==> config.mk <==
export PLATFORM = sky130hd
export DESIGN_NAME = fifo_read_ctrl
export DESIGN_NICKNAME = d
export VERILOG_FILES = /design/src/rtl/fifo_read_ctrl.sv
export SDC_FILE = /design/constraint.sdc
export NUM_CORES = 1
export LEC_CHECK = 0
export ABC_CLOCK_PERIOD_IN_PS = 10000
export CAP_MARGIN = 20
export CORE_MARGIN = 2
export CORE_UTILIZATION = 54
export DETAILED_ROUTE_END_ITERATION = 10
export GPL_TIMING_DRIVEN = 1
export PLACE_DENSITY = 0.84
export SYNTH_ARGS = -nofsm -noshare
export SYNTH_HDL_FRONTEND = slang
export SYNTH_SLANG_ARGS = --single-unit
export TNS_END_PERCENT = 1
==> constraint.sdc <==
create_clock -name rclk -period 10 [get_ports rclk]
set_clock_uncertainty 0.2 [all_clocks]
set_input_delay 2 -clock rclk [delete_from_list [all_inputs] [get_ports rclk]]
set_output_delay 2 -clock rclk [all_outputs]
set_load 0.02 [all_outputs]
==> src/rtl/fifo_read_ctrl.sv <==
// fifo_read_ctrl: async FIFO read side; syncs wptr_gray, drives raddr/rclken, buffers mem_rdata into an m_valid/m_ready stream, returns rptr_gray, rempty, rcount
module fifo_read_ctrl #(
  parameter int DATA_WIDTH = 8,
  parameter int ADDR_WIDTH = 8
) (
  input  logic                  rclk,
  input  logic                  rrst,
  input  logic [ADDR_WIDTH:0]   wptr_gray,
  output logic [ADDR_WIDTH:0]   rptr_gray,
  output logic [ADDR_WIDTH-1:0] raddr,
  output logic                  rclken,
  input  logic [DATA_WIDTH-1:0] mem_rdata,
  output logic                  m_valid,
  input  logic                  m_ready,
  output logic [DATA_WIDTH-1:0] m_data,
  output logic                  rempty,
  output logic [ADDR_WIDTH:0]   rcount
);
  logic [ADDR_WIDTH:0] wq1, wq2, wq2_bin, rbin, rbin_next;
  logic inflight, pop, hd, tl;
  logic [1:0] buf_cnt;
  logic [2:0] occ;
  logic [DATA_WIDTH-1:0] buf_q [2];
  always_comb begin
    wq2_bin = '0;
    for (int i = 0; i <= ADDR_WIDTH; i++) wq2_bin[i] = ^(wq2 >> i);
  end
  assign rempty = rbin == wq2_bin;
  assign rcount = wq2_bin - rbin;
  assign raddr = rbin[ADDR_WIDTH-1:0];
  assign m_valid = buf_cnt != 2'd0;
  assign m_data = buf_q[hd];
  assign pop = m_valid & m_ready;
  assign occ = {1'b0, buf_cnt} + {2'b0, inflight} - {2'b0, pop};
  assign rclken = !rrst && !rempty && occ < 3'd2;
  assign rbin_next = rbin + {{ADDR_WIDTH{1'b0}}, rclken};
  always_ff @(posedge rclk) begin
    if (rrst) begin
      wq1 <= '0;
      wq2 <= '0;
      rbin <= '0;
      rptr_gray <= '0;
      inflight <= 1'b0;
      buf_cnt <= 2'd0;
      hd <= 1'b0;
      tl <= 1'b0;
      buf_q[0] <= '0;
      buf_q[1] <= '0;
    end else begin
      wq1 <= wptr_gray;
      wq2 <= wq1;
      rbin <= rbin_next;
      rptr_gray <= rbin_next ^ (rbin_next >> 1);
      inflight <= rclken;
      buf_cnt <= buf_cnt + {1'b0, inflight} - {1'b0, pop};
      if (inflight) begin
        buf_q[tl] <= mem_rdata;
        tl <= ~tl;
      end
      if (pop) hd <= ~hd;
    end
  end
endmodule

Metal 1:
Scale bar: 20 um. Cells faint in the background.
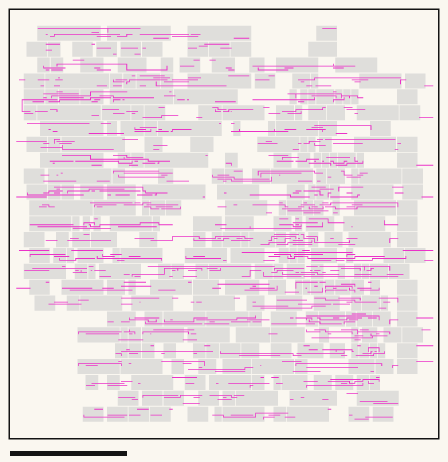
share of all routed wire	44%
nets with wire on the layer	300
wire length on this layer	1970 um

M2 wires:
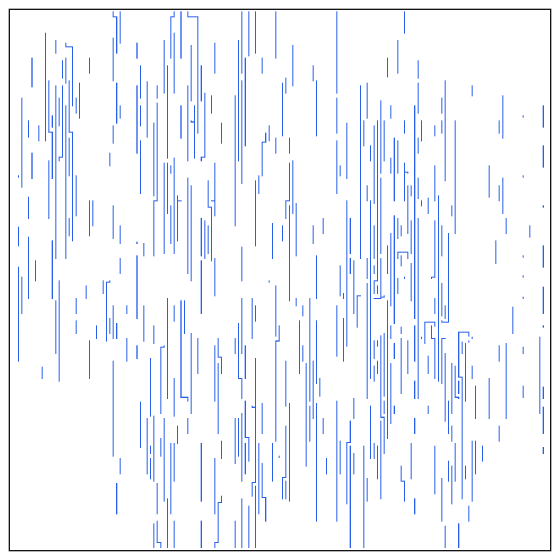
longest straight run	28.9 um
share of all routed wire	50%
nets with wire on the layer	287
main direction	vertical

==> results.py <==
# Metrics from the implementation run
metrics = {
    "power_and_ir_drop": {
        "sequentialPowerShare_pct": 36.9,
        "comb_power_uw": 327,
        "post-layout-total-power_uw": 786,
        "switchingPower_uw": 263,
    },
    "worst_setup_path": {
        "worstRegToRegCells": 16,
        "timing.critical_path.depth": 10,
        "timing.critical_path.required_ns": 7.80,
        "critical_path.top_delay_family": "buffers and inverters",
    },
    "clocking": {
        "clk_path_buf_depth": 2,
        "worst_skew_pair.late_latency_ns": 0.32,
        "cts-htree-levels": 3,
        "cts_inserted_buffers": 9,
    },
    "floorplanning": {
        "floorplan.die.height_um": 73.4,
    },
    "logic_synthesis": {
        "synth.cell_area_um2": 2600,
        "synth-seq-cells": 57,
        "floorplan.nets": 275,
    },
    "finish": {
        "final_util_pct": 71.6,
        "num-clock-buffers": 10,
    },
    "sta": {
        "hold_viol_final": 0,
        "period_minus_slack_ns": 7.01,
        "timing.final.setup_violations": 0,
    },
    "run_status": {
        "outcome": "completed",
    },
    "drt": {
        "vias_per_cell": 4.91,
        "ant_nets": 0,
    },
    "placed_design": {
        "routabilityCongestion": 0.925,
    },
    "hold_path": {
        "whs_path_depth": 1,
    },
}
The metal 3 layer:
Scale bar: 20 um.
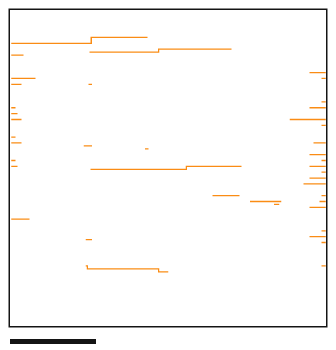
nets with wire on the layer	36
longest straight run	22.1 um
main direction	horizontal
total vias in the final route: 1774
overall routed net length: 4490 um

